Figure 1. Clock nets (run 1).
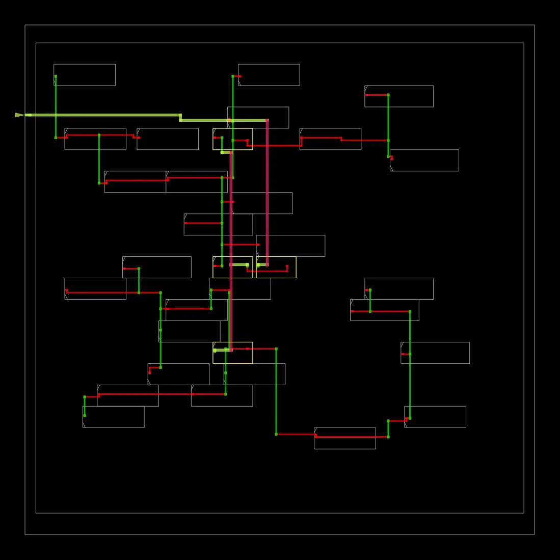
Figure 2. Wires at chosen ports, followed through buffers (run 1).
The bar under the picture is 20 um long.
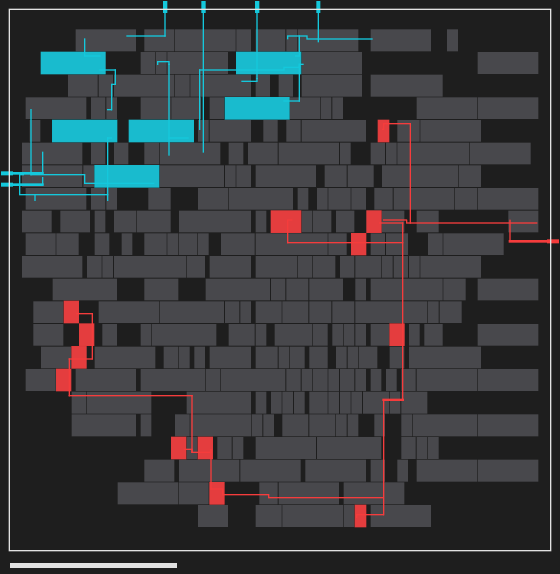
Figure 3. M1 wires (run 1).
Supply wires on this layer in grey.
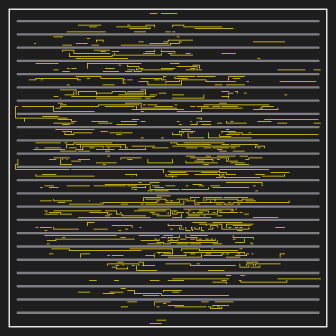
<file path="config.mk">
export PLATFORM = sky130hd
export DESIGN_NAME = fetch_unit_flat
export DESIGN_NICKNAME = d
export VERILOG_FILES = /design/src/rtl/cpu_pkg.sv /design/src/rtl/fetch_unit_if.sv /design/src/rtl/ras_stack.sv /design/src/rtl/fetch_unit.sv /design/src/flat_wrapper.sv
export SDC_FILE = /design/constraint.sdc
export NUM_CORES = 1
export LEC_CHECK = 0
export ABC_AREA = 1
export ABC_CLOCK_PERIOD_IN_PS = 1240
export CORE_UTILIZATION = 36
export DETAILED_ROUTE_END_ITERATION = 10
export PLACE_DENSITY = 0.83
export SLEW_MARGIN = 20
export SYNTH_ARGS = -nofsm -noshare
export SYNTH_HDL_FRONTEND = slang
export SYNTH_SLANG_ARGS = --single-unit
</file>
<file path="constraint.sdc">
create_clock -name clk -period 1.24 [get_ports clk]
set_input_delay 0.124 -clock clk [delete_from_list [all_inputs] [get_ports clk]]
set_output_delay 0.124 -clock clk [all_outputs]
set_load 0.1 [all_outputs]
</file>
<file path="src/rtl/cpu_pkg.sv">
// Shared CPU definitions: fetch FSM encoding, default widths, opcode field
// position and the opcode constants that the control unit also decodes.
package cpu_pkg;

    localparam int unsigned DEF_PC_W    = 10;
    localparam int unsigned DEF_INSTR_W = 16;
    localparam int unsigned DEF_OP_W    = 6;

    // Opcode occupies the top OP_W bits of the instruction word.
    localparam int unsigned OP_MSB = DEF_INSTR_W - 1;
    localparam int unsigned OP_LSB = DEF_INSTR_W - DEF_OP_W;

    localparam logic [DEF_OP_W-1:0] OP_JUMP = 6'h01;
    localparam logic [DEF_OP_W-1:0] OP_LI   = 6'h08;

    typedef enum logic [1:0] {
        StRst  = 2'd0,
        StReq  = 2'd1,
        StExec = 2'd2
    } fetch_state_e;

endpackage

</file>
<file path="src/rtl/fetch_unit_if.sv">
// Instruction-memory read bus: request/address out of fetch, data/ack back.
interface fetch_unit_if #(
    parameter int unsigned PC_W    = cpu_pkg::DEF_PC_W,
    parameter int unsigned INSTR_W = cpu_pkg::DEF_INSTR_W
);
    logic               imem_req;
    logic [PC_W-1:0]    imem_addr;
    logic [INSTR_W-1:0] imem_rdata;
    logic               imem_ack;

    modport master (
        output imem_req,
        output imem_addr,
        input  imem_rdata,
        input  imem_ack
    );

    modport slave (
        input  imem_req,
        input  imem_addr,
        output imem_rdata,
        output imem_ack
    );
endinterface

</file>
<file path="src/rtl/ras_stack.sv">
// Return-address stack. Circular storage: a push while full overwrites the
// oldest entry; a pop while empty leaves the stack untouched.
module ras_stack #(
    parameter int unsigned DEPTH = 4,
    parameter int unsigned WIDTH = 10
) (
    input  logic             clk,
    input  logic             reset,
    input  logic             push,
    input  logic             pop,
    input  logic [WIDTH-1:0] push_data,
    output logic [WIDTH-1:0] top,
    output logic             full,
    output logic             empty
);
    localparam int unsigned PtrW = (DEPTH > 1) ? $clog2(DEPTH) : 1;
    localparam int unsigned CntW = $clog2(DEPTH + 1);
    localparam logic [PtrW-1:0] LastIdx = PtrW'(DEPTH - 1);
    localparam logic [CntW-1:0] FullCnt = CntW'(DEPTH);

    logic [WIDTH-1:0] entries_q [DEPTH];
    logic [PtrW-1:0]  wr_q;
    logic [CntW-1:0]  cnt_q;
    logic [PtrW-1:0]  top_idx;
    logic [PtrW-1:0]  wr_next;
    logic             do_push;
    logic             do_pop;

    // Pointer arithmetic wraps explicitly so non-power-of-two depths work.
    always_comb begin
        top_idx = (wr_q == '0) ? LastIdx : wr_q - PtrW'(1);
        wr_next = (wr_q == LastIdx) ? '0 : wr_q + PtrW'(1);
        full    = (cnt_q == FullCnt);
        empty   = (cnt_q == '0);
        top     = entries_q[top_idx];
        do_push = push && !pop;
        do_pop  = pop && !push && !empty;
    end

    // Write pointer and occupancy.
    always_ff @(posedge clk) begin
        if (!reset) begin
            wr_q  <= '0;
            cnt_q <= '0;
        end else if (do_push) begin
            wr_q <= wr_next;
            if (!full) cnt_q <= cnt_q + CntW'(1);
        end else if (do_pop) begin
            wr_q  <= top_idx;
            cnt_q <= cnt_q - CntW'(1);
        end
    end

    // Entry storage needs no reset; occupancy gates what is readable.
    always_ff @(posedge clk) begin
        if (do_push) entries_q[wr_q] <= push_data;
    end

endmodule

</file>
<file path="src/rtl/fetch_unit.sv">
// Instruction fetch stage: PC, imem req/ack handshake, instruction register.
// Define FETCH_STACK_EN to add call/return via a return-address stack.
module fetch_unit
    import cpu_pkg::*;
#(
    parameter int unsigned PC_W        = DEF_PC_W,
    parameter int unsigned INSTR_W     = DEF_INSTR_W,
    parameter int unsigned OP_W        = DEF_OP_W,
    parameter int unsigned STACK_DEPTH = 4
) (
    input  logic               clk,
    input  logic               reset,
    input  logic               s_inc,
    input  logic               s_push,
    input  logic               s_pop,
    fetch_unit_if.master       bus,
    output logic [INSTR_W-1:0] instr,
    output logic [OP_W-1:0]    Opcode,
    output logic               instr_valid,
    output logic [PC_W-1:0]    pc,
    output logic               stack_ovf,
    output logic               stack_unf
);
    fetch_state_e       state_q, state_d;
    logic [PC_W-1:0]    pc_q, pc_d;
    logic [INSTR_W-1:0] ir_q, ir_d;
    logic [PC_W-1:0]    pc_seq;
    logic [PC_W-1:0]    pc_seq_or_jump;

    assign pc_seq         = pc_q + PC_W'(1);
    assign pc_seq_or_jump = s_inc ? pc_seq : ir_q[PC_W-1:0];

`ifdef FETCH_STACK_EN
    logic            push_en, pop_en;
    logic            stk_full, stk_empty;
    logic [PC_W-1:0] stk_top;
    logic            ovf_q, unf_q;

    ras_stack #(
        .DEPTH (STACK_DEPTH),
        .WIDTH (PC_W)
    ) u_ras_stack (
        .clk       (clk),
        .reset     (reset),
        .push      (push_en),
        .pop       (pop_en),
        .push_data (pc_seq),
        .top       (stk_top),
        .full      (stk_full),
        .empty     (stk_empty)
    );

    // Sticky stack error flags.
    always_ff @(posedge clk) begin
        if (!reset) begin
            ovf_q <= 1'b0;
            unf_q <= 1'b0;
        end else begin
            ovf_q <= ovf_q | (push_en & stk_full);
            unf_q <= unf_q | (pop_en & stk_empty);
        end
    end

    assign stack_ovf = ovf_q;
    assign stack_unf = unf_q;
`else
    logic unused_stack;
    assign unused_stack = ^{s_push, s_pop, STACK_DEPTH[0]};
    assign stack_ovf    = 1'b0;
    assign stack_unf    = 1'b0;
`endif

    // Next-state, PC update and handshake outputs.
    always_comb begin
        state_d     = state_q;
        pc_d        = pc_q;
        ir_d        = ir_q;
        bus.imem_req = 1'b0;
        instr_valid = 1'b0;
`ifdef FETCH_STACK_EN
        push_en     = 1'b0;
        pop_en      = 1'b0;
`endif
        unique case (state_q)
            StRst: state_d = StReq;
            StReq: begin
                bus.imem_req = 1'b1;
                if (bus.imem_ack) begin
                    ir_d    = bus.imem_rdata;
                    state_d = StExec;
                end
            end
            StExec: begin
                instr_valid = 1'b1;
                state_d     = StReq;
`ifdef FETCH_STACK_EN
                // Push and pop together cancel out; the PC then follows s_inc.
                if (s_push && !s_pop) begin
                    push_en = 1'b1;
                    pc_d    = ir_q[PC_W-1:0];
                end else if (s_pop && !s_push) begin
                    pop_en = 1'b1;
                    pc_d   = stk_empty ? '0 : stk_top;
                end else begin
                    pc_d = pc_seq_or_jump;
                end
`else
                pc_d = pc_seq_or_jump;
`endif
            end
            default: state_d = StRst;
        endcase
    end

    // State, PC and IR registers; reset drops any outstanding request.
    always_ff @(posedge clk) begin
        if (!reset) begin
            state_q <= StRst;
            pc_q    <= '0;
            ir_q    <= '0;
        end else begin
            state_q <= state_d;
            pc_q    <= pc_d;
            ir_q    <= ir_d;
        end
    end

    assign bus.imem_addr = pc_q;
    assign pc            = pc_q;
    assign instr         = ir_q;
    assign Opcode        = ir_q[INSTR_W-1 -: OP_W];

endmodule

</file>
<file path="src/flat_wrapper.sv">
// flat-port wrapper written by rule: the top's interface ports become plain ports
module fetch_unit_flat import cpu_pkg::*;
#(
    parameter int unsigned PC_W        = DEF_PC_W,
    parameter int unsigned INSTR_W     = DEF_INSTR_W,
    parameter int unsigned OP_W        = DEF_OP_W,
    parameter int unsigned STACK_DEPTH = 4
)
  (clk, reset, s_inc, s_push, s_pop, instr, Opcode, instr_valid, pc, stack_ovf, stack_unf, bus_imem_req, bus_imem_addr, bus_imem_rdata, bus_imem_ack);
  fetch_unit_if #(.PC_W(PC_W), .INSTR_W(INSTR_W)) bus_i ();
  input  logic clk;
  input  logic reset;
  input  logic s_inc;
  input  logic s_push;
  input  logic s_pop;
  output logic [INSTR_W-1:0] instr;
  output logic [OP_W-1:0] Opcode;
  output logic instr_valid;
  output logic [PC_W-1:0] pc;
  output logic stack_ovf;
  output logic stack_unf;
  output wire logic [$bits(bus_i.imem_req)-1:0] bus_imem_req;
  output wire logic [$bits(bus_i.imem_addr)-1:0] bus_imem_addr;
  input wire logic [$bits(bus_i.imem_rdata)-1:0] bus_imem_rdata;
  input wire logic [$bits(bus_i.imem_ack)-1:0] bus_imem_ack;
  assign bus_imem_req = bus_i.imem_req;
  assign bus_imem_addr = bus_i.imem_addr;
  assign bus_i.imem_rdata = bus_imem_rdata;
  assign bus_i.imem_ack = bus_imem_ack;
  fetch_unit #(.PC_W(PC_W), .INSTR_W(INSTR_W), .OP_W(OP_W), .STACK_DEPTH(STACK_DEPTH)) u_core (.clk(clk), .reset(reset), .s_inc(s_inc), .s_push(s_push), .s_pop(s_pop), .bus(bus_i), .instr(instr), .Opcode(Opcode), .instr_valid(instr_valid), .pc(pc), .stack_ovf(stack_ovf), .stack_unf(stack_unf));
endmodule
</file>
==> out/writeup.txt, run 1 <==
The flow ran to the end, but the final reports show violations. The checks that failed: negative setup slack. Prior to clock tree synthesis, the placed netlist has a worst setup slack of -0.0884 ns. The layout net count was 287.

The tools report the sort of element at the start of the critical path as a register. The design has 28 sequential cells. Per the detail_route report, routed wire per instance is 14.0 um. The total routing resource utilization after global routing is 19.4%. Of all nets on the critical path, the largest fanout is 5.

Per the run summary, max-cap violations total 0. Per the detail_route report, DRC violations left total 0. The total area of sequential cells was 616 sq um; the share of layout cells above drive strength 1 was 46.4%. The power report puts the leakage power at 0.00106 uW. Among logic cells in the layout, the one with the most instances is sky130_fd_sc_hd__buf_12. The final timing report counts setup violations totalling 2.

The kind of path behind the tightest hold check is in2reg. The post-layout utilization of the core was 73.9%. Per the run report, area growth between synthesis and finish was 93.3%. With the detailed-router iteration count before antenna repair at 4, the slack of the critical path is -0.0444 ns.

The number of logic gates was 125. The tools report the clock root buffer master as sky130_fd_sc_hd__clkbuf_8.
## Picture notes: Figure 1
CTS Buf Count: 3
number of clock buffers in the layout: 4
clock-net power: 569 uW
clock tree sinks: 28

## Picture notes: Figure 2
Key: cyan = Opcode [direction output, edge 4 north, 2 west, end cells 6, buffers 6, wire 161 um]; red = reset [direction input, edge east, end cells 13, buffers 2, wire 169 um]
I/O pin cnt: 68
count of input and output buffers: 63

## Picture notes: Figure 3
The wires run mostly horizontal. The layer holds 39% of the routed length. The longest straight run is 18.9 um. 239 nets have wire on it. The layer carries 1700 um of wire.
global-route track usage on met1: 23.3%
Vias: 1541

==> run 1: power by group <==
part / switching, uW / total, uW / internal [uW] / leakage (uW)
clock: 284 / 569 / 285 / 0.0000288
sequential: 59.5 / 995 / 936 / 0.000243
combinational: 604 / 960 / 357 / 0.000787
total: 947 / 2520 / 1580 / 0.00106
==> run 1: worst register-to-register path, stage by stage (launching register included) <==
cell                      delay (ns)
sky130_fd_sc_hd__dfxtp_4        0.39
sky130_fd_sc_hd__ha_4           0.14
sky130_fd_sc_hd__nand2_2        0.07
sky130_fd_sc_hd__nor2_2         0.17
sky130_fd_sc_hd__nand2_2        0.10
sky130_fd_sc_hd__o22ai_2        0.12
sky130_fd_sc_hd__nand2_1        0.09
sky130_fd_sc_hd__a21oi_2        0.14
==> run 1: routing by layer <==
metal  GRT usage (%)  vias to the layer above  wire length (um)
met2            34.0                       65              2310
met5               0                        -                 0
li1                -                      756                 -
met1            23.3                      711              1700
met3            3.70                        9               247
met4            7.22                        0                82
==> run 1: kinds of logic (layout without fill, tap and decap cells) <==
logic type	count (synthesis)	after routing	share of synthesized area, %
buf+inv	49	110	18.7
compound gates	50	50	19.5
fa+ha+maj	1	1	0.880
simple gates	72	72	21.3
flops	28	28	39.4
other cells	1	2	0.264
==> run 1: worst paths after layout <==
kind	cells after the start	to	slack, ns	startpoint
worst max-delay path	7	u_core.bus.imem_addr[6]	-0.04	u_core.bus.imem_addr[1]
worst max register to register	7	u_core.bus.imem_addr[6]	-0.04	u_core.bus.imem_addr[1]
worst min-delay path	3	u_core.instr[15]	0.42	bus_imem_rdata[15]
worst min register to register	2	u_core.instr[3]	0.50	u_core.instr[3]
==> run 1: cells in the mapped netlist <==
cell	instances
sky130_fd_sc_hd__nand2_1	37
sky130_fd_sc_hd__buf_6	1
sky130_fd_sc_hd__buf_2	5
sky130_fd_sc_hd__nand3_1	15
sky130_fd_sc_hd__o21ai_0	17
sky130_fd_sc_hd__nor2_4	1
sky130_fd_sc_hd__buf_1	1
sky130_fd_sc_hd__nor3_1	1
sky130_fd_sc_hd__buf_4	18
sky130_fd_sc_hd__o22ai_1	1
sky130_fd_sc_hd__dfxtp_1	28
sky130_fd_sc_hd__a211oi_1	2
sky130_fd_sc_hd__conb_1	1
sky130_fd_sc_hd__a21oi_2	4
sky130_fd_sc_hd__ha_1	1
sky130_fd_sc_hd__nor2_1	16
sky130_fd_sc_hd__clkbuf_1	2
sky130_fd_sc_hd__nand4_1	1
sky130_fd_sc_hd__or2_2	1
sky130_fd_sc_hd__o211a_1	1
sky130_fd_sc_hd__inv_2	2
sky130_fd_sc_hd__a21oi_1	25
sky130_fd_sc_hd__inv_1	20
==> run 1: timing repair <==
item                                    4_1_cts  5_1_grt
endpoints found under the setup margin        3       13
hold buffers                                  0        0
endpoints found under the hold margin         0        0
resized                                       4       18
pin swaps                                     1        4
buffers inserted                              2        4
==> run 1: state kept, by name, summed over array words and instances (netlist names) <==
name                  flops
u_core.bus.imem_addr     10
u_core.state_q            2
u_core.instr             16
Figure 4. A small window of the routed layout (run 1).
The bar under the picture is 10 um long. Window x 17 to 47, y 17 to 47 um. Cells in grey, sequential cells in the stronger grey; small squares are vias.
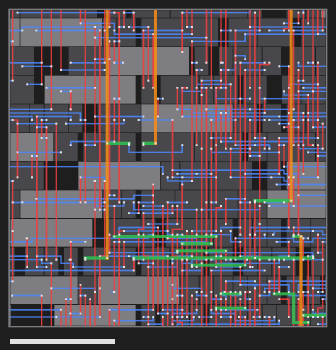

==> inputs of run 2 (changes only) <==
CTS_CLUSTER_SIZE = 14   (was default)
SETUP_SLACK_MARGIN = 0.4   (was default)
SKIP_CTS_REPAIR_TIMING = 1   (was default)
Figure 5. A small window of the routed layout (run 2).
The bar under the picture is 10 um long. Window x 17 to 47, y 17 to 47 um. Cells in grey, sequential cells in the stronger grey; small squares are vias.
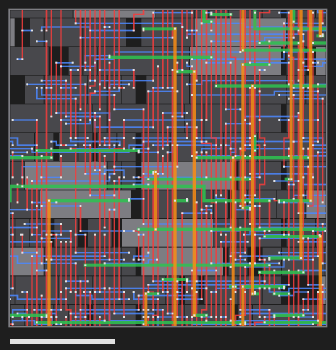
Key: orange = metal 4; red = metal 2; blue = metal 1; green = metal 3
96 logic cells have their middle in the window. Netlist names of flops here include u_core.bus.imem_addr (4), u_core.instr (3). Sequential cells in the window: 7. Most frequent: nand2_1 (13).

Figure 6. Signal wires by layer (run 2).
Only two layers are drawn.
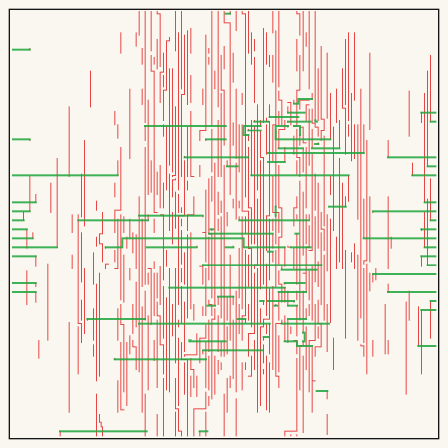
Key: red = metal 2 [wire length 2940 um]; green = metal 3 [wire length 457 um]
Vias: 1768
drt total wl: 5.73 mm
global routing usage summed across all routing layers: 20.8%
average wire per cell in the routed design: 17.8 um

==> run 2 against run 1 <==
  * The run still ends with negative setup slack left
  * Global-route usage rose by 1.4 points
  * Count of clock-buffer cells in the layout fell by 1
  * Total power fell by 1.0%
  * Synthesized cell count did not move
  * Critical endpoint is now instr_valid
  * Highest routed layer unchanged
==> out/writeup.txt, run 2 <==
STA classifies the critical path endpoint as a primary output. The tools report the total area of sequential cells as 643 sq um (+4.5%). The most used logic cell in the final layout was sky130_fd_sc_hd__buf_12.

For the total internal power, the log shows 1520 uW (-3.7%). Share of layout cells above drive strength 1: 51.5% (+5.1 points). Summed over all instances, the cell type with the most area after synthesis is sky130_fd_sc_hd__dfxtp_1.

The count of buffers from port buffering came out at 63 (unchanged). The run gives 0 (unchanged) as the max-cap violation count. The tools report the slack of the critical path as -0.0954 ns (-0.0509 ns). The largest fanout on the critical path is 6 (+1), and the logic gate share of total power is 40.4% (+2.4 points). The run finished, with violations left. The synthesized netlist occupies a cell area of 1420 sq um. The checks that failed: negative setup slack. The share of power burned in the clock network was 20.3% (-2.2 points).

After synthesis, the cell types taking the most area are sky130_fd_sc_hd__dfxtp_1, sky130_fd_sc_hd__nand2_1, sky130_fd_sc_hd__buf_4. The most frequently used flop master after synthesis is sky130_fd_sc_hd__dfxtp_1. The detailed-router iteration count before antenna repair was 7 (+3); the total count of max-transition violations in the final report was 0. The flip-flop count of the largest register after layout came out at 16 (unchanged). The total number of clock tree sinks was 28 (unchanged); the proportion of total power due to net switching was 39.2% (+1.7 points). The kind of cell with the highest combined delay along the critical path is flip-flops.

The tools report the DRC violation count after routing as 0 (unchanged). The fraction of registers with async set/reset was 0% (unchanged); the number of antenna repair diodes was 0. TritonCTS built the clock tree. Leakage dissipation: 0.00118 uW (+11%). The flow measured a signed area growth from synthesis to layout of 109%.

Summing the sequential cell areas from Yosys gives 39.4% of the chip area. For reference, the critical path cell chain is inv_2 -> nor2_4 -> buf_6 -> buf_12. The switching component of the power is 981 uW (+3.5%), and the layout net count is 299 (+4.2%). With the number of setup violations in the final report at 6 (+4), the total grt overflow is 0.

With the post-layout utilization of the core at 79.8% (+5.8 points), the sequential share of power is 39.2% (-0.2 points). In the synthesized netlist, the cells that appear most often are sky130_fd_sc_hd__nand2_1, sky130_fd_sc_hd__dfxtp_1, sky130_fd_sc_hd__a21oi_1. Clock root buffer master: sky130_fd_sc_hd__clkbuf_8. Yosys instantiated no cell more often than sky130_fd_sc_hd__nand2_1.

The power density normalized to cell area was 843 nW/um^2. The number of cells in Yosys stat was 201; the total CTS buffers was 3 (unchanged). The top-level port count came out at 68 (unchanged).

STA reports the tightest min-delay check as being of type in2reg. The chip occupies 4200 sq um. Number of H-tree levels: 1. The worst setup path is launched from a register. The count of flip-flops with a built-in enable after synthesis is 0 (unchanged). The timing report gives the biggest stage delay along the critical path as 0.38 ns.
[run 2: routing by layer]
metal,global-route usage (%),part of all wire (%),wire (um),vias to the layer above
li1,-,-,-,785
met1,24.5,36,2050,831
met2,35.8,51,2940,116
met3,4.58,8.0,456,36
met4,9.17,5.0,288,0
met5,0,0,0,-
[run 2: kinds of logic (layout without fill, tap and decap cells)]
kind of cell | Yosys count | count (layout) | share of synthesized area, %
AND/OR/NAND/NOR | 72 | 72 | 21.3
AND-OR/OR-AND | 50 | 50 | 19.5
buffers and inverters | 49 | 121 | 18.7
flip-flops | 28 | 28 | 39.4
adder cells (fa/ha/maj) | 1 | 1 | 0.880
other | 1 | 2 | 0.264
[run 2: worst paths after layout]
kind	startpoint	endpoint	cells after the start	slack, ns
worst min register to register	u_core.instr[7]	u_core.instr[7]	2	0.51
worst max register to register	u_core.bus.imem_addr[1]	u_core.bus.imem_addr[6]	7	-0.07
worst min-delay path	bus_imem_ack	u_core.instr[14]	4	0.31
worst max-delay path	u_core.state_q[1]	instr_valid	4	-0.1
[run 2: final cells by class]
cell class | instances | area share, %
sequential | 28 | 21.7
inverter | 22 | 2.95
clock buffer | 3 | 1.39
multi-input combinational | 125 | 23.8
tap | 48 | 2.03
timing repair buffer | 96 | 48.2
[run 2: power groups by stage]
stage	logic (uW)	registers [uW]	clock network, uW
after global routing	1040	986	533
final	1010	980	508
after detailed placement	932	1000	0
after CTS	934	982	488
after floorplan	362	1250	0
after global placement	919	1000	0
[run 2: worst reg2reg max path: stages (launching register included)]
cell                      delay [ns]
sky130_fd_sc_hd__dfxtp_4        0.40
sky130_fd_sc_hd__ha_4           0.16
sky130_fd_sc_hd__nand2_4        0.08
sky130_fd_sc_hd__nor2_4         0.16
sky130_fd_sc_hd__nand2_2        0.08
sky130_fd_sc_hd__o22ai_2        0.12
sky130_fd_sc_hd__nand2_1        0.11
sky130_fd_sc_hd__a21oi_2        0.14
[run 2: per-stage QoR]
step	setup WS, ns	total power [uW]	instance area, sq um	std cells	setup TNS, ns
floorplan	-0.238	1610	1690	202	-1.97
global placement	-0.0313	1920	2600	302	-0.0464
detailed placement	-0.123	1930	2600	302	-0.308
CTS	-0.152	2400	2640	305	-0.435
global route	-0.135	2560	2960	322	-0.622
finish	-0.0954	2500	2960	322	-0.280
Figure 7. Clock nets (run 2).
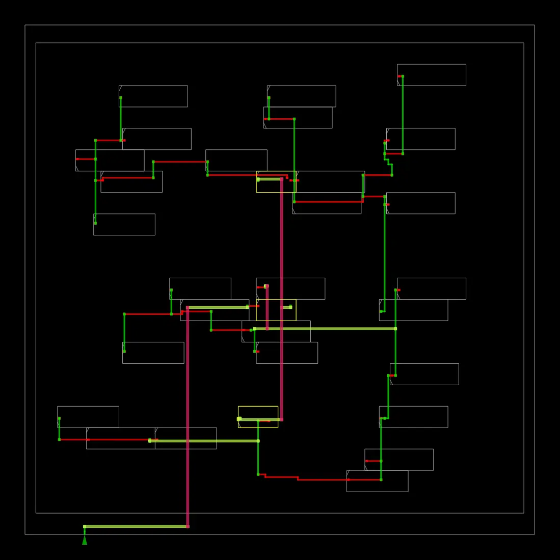

==> inputs of run 3 (changes only) <==
SYNTH_HIERARCHICAL = 1   (was default)
Figure 8. Clock nets (run 3).
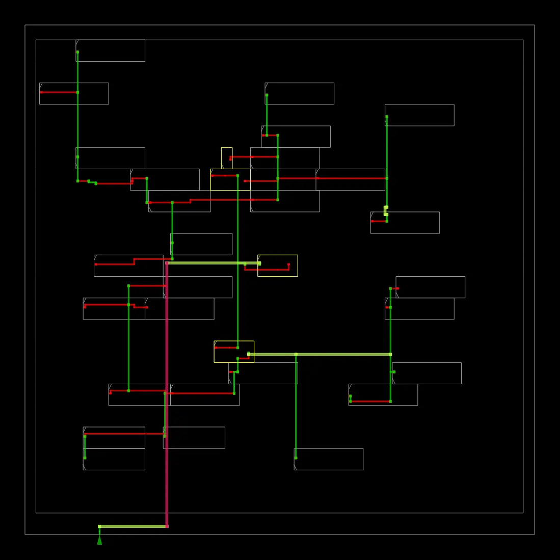
clock-net power: 509 uW
Max Clock Skew: 0.00207 ns
Worst-Skew Late Latency: 0.27 ns

Figure 9. A small window of the routed layout (run 3).
The bar under the picture is 10 um long. Window x 17 to 47, y 17 to 47 um. Cells in grey, sequential cells in the stronger grey; small squares are vias.
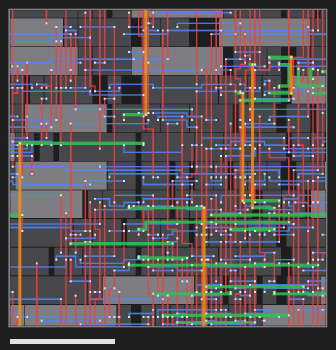
Key: orange = metal 4; red = metal 2; green = metal 3; blue = metal 1
Sequential cells in the window: 10. Most frequent: nand2_1 (19), nor2_1 (11), buf_4 (10). 99 logic cells have their middle in the window. Netlist names of flops here include u_core/bus.imem_addr (4), u_core/instr (4), u_core/state_q (2).

==> run 3 against run 2 <==
  * The run still ends with negative setup slack left
  * Area after synthesis fell by 1.2%
  * Combinational power fell by 5%
  * Clock skew fell by 0.0050 ns
  * Clock power barely moved
  * Design area fell by 3.3%
  * Synthesized cell count fell by 1.0%
  * Largest power group is now sequential cells
==> out/writeup.txt, run 3 <==
The path with the worst hold slack has its endpoint at u_core/bus.imem_addr[1]. The per-cell routed wire length is 15.1 um (-15%). The run gives 4 (unchanged) for the depth of the worst hold-timing path. The worst setup path is captured at a register.

The run gives -0.00700 ns (+0.0884 ns) for the slack of the critical path. The largest fanout on the critical path works out to 3 (-3). The run finished, with violations left. The checks that failed: negative setup slack. STA classifies the critical path startpoint as a register. The total grt overflow was 0 (unchanged). The source of the worst hold timing path was s_inc.

The most common cell in the synthesized netlist is sky130_fd_sc_hd__nand2_1. The run gives 0 (unchanged) for the total count of max-transition violations in the final report. With the total wirelength of the detailed-routed design at 4.79 mm (-17%), the total routing resource utilization after global routing is 18.9% (-2.0 points). The layout net count was 292 (-2.3%); the power density normalized to cell area was 852 nW/um^2 (+1.1%).

Simple-gate share of the synthesized area: 22.8% (+1.5 points). The number of setup violations in the final report came out at 2 (-4). The signal on the critical path passes through ha_4 -> nand2_4 -> nor2_4 -> nand3_2 -> nand2_1 -> nand3_2 -> nand2_2 -> a21oi_2.

sky130_fd_sc_hd__dfxtp_1 takes more of the synthesized area than any other cell. The run gives 7 (unchanged) for the detailed-router iteration count before antenna repair. The tools report the share of the yosys chip area belonging to registers as 39.9% (+0.49 points). With the number of antenna repair diodes at 0 (unchanged), the count of buffers from port buffering is 63 (unchanged). The total number of clock tree sinks is 28 (unchanged), and the cell area after technology mapping is 1400 sq um (-1.2%).
run 3: where the power goes:
part	switching, uW	internal, uW	leakage, uW
clock	279	230	0.0000228
combinational	602	357	0.000846
sequential	60.2	914	0.000247
run 3: layout make-up:
type | count | area, sq um | area share (%)
tap | 48 | 60.1 | 2.10
clock buffer | 4 | 45.0 | 1.57
multi-input combinational | 126 | 686 | 23.9
timing repair buffer | 91 | 1350 | 47.1
inverter | 19 | 76.3 | 2.66
sequential | 28 | 648 | 22.6
run 3: cells by family (layout without fill, tap and decap cells):
kind of cell               Yosys count  count (layout)
and+or+nand+nor                     75              75
AOI/OAI and AO/OA                   48              48
buffers and inverters               46             114
DFF                                 28              28
adders and majority gates            1               1
other                                1               2
run 3: per-layer routing:
layer / vias to the layer above / global-route usage [%] / share of wire, %
li1: 777 / - / -
met1: 764 / 23.9 / 39
met2: 94 / 30.8 / 53
met3: 14 / 3.35 / 6.2
met4: 0 / 9.17 / 2.0
met5: - / 0 / 0
run 3: worst max path at each step:
stage               cells after the start                 endpoint                     from  slack (ns)
floorplan                               7  u_core/bus.imem_addr[8]        u_core/state_q[1]       -0.24
global placement                        6  u_core/bus.imem_addr[5]                    s_inc       -0.03
detailed placement                      6  u_core/bus.imem_addr[5]                    s_inc       -0.07
CTS                                     4             bus_imem_req        u_core/state_q[0]       -0.15
global route                            8  u_core/bus.imem_addr[8]  u_core/bus.imem_addr[0]       -0.06
finish                                  8  u_core/bus.imem_addr[8]  u_core/bus.imem_addr[0]      -0.007
run 3: metrics by stage:
step	setup slack (ns)	cells	hold WS (ns)	cell area [sq um]	power [uW]
final	-0.00700	316	0.371	2870	2440
after global routing	-0.0616	316	0.391	2870	2510
after CTS	-0.149	303	0.412	2610	2400
after detailed placement	-0.0724	299	0.480	2570	1910
after global placement	-0.0260	299	0.472	2570	1890
after floorplan	-0.242	200	0.252	1700	1600
run 3: worst register-to-register path: stages (launching register included):
cell,delay [ns]
sky130_fd_sc_hd__dfxtp_4,0.39
sky130_fd_sc_hd__ha_4,0.15
sky130_fd_sc_hd__nand2_4,0.06
sky130_fd_sc_hd__nor2_4,0.15
sky130_fd_sc_hd__nand3_2,0.07
sky130_fd_sc_hd__nand2_1,0.09
sky130_fd_sc_hd__nand3_2,0.10
sky130_fd_sc_hd__nand2_2,0.09
sky130_fd_sc_hd__a21oi_2,0.05
Power is estimated from default activity; no workload was simulated.
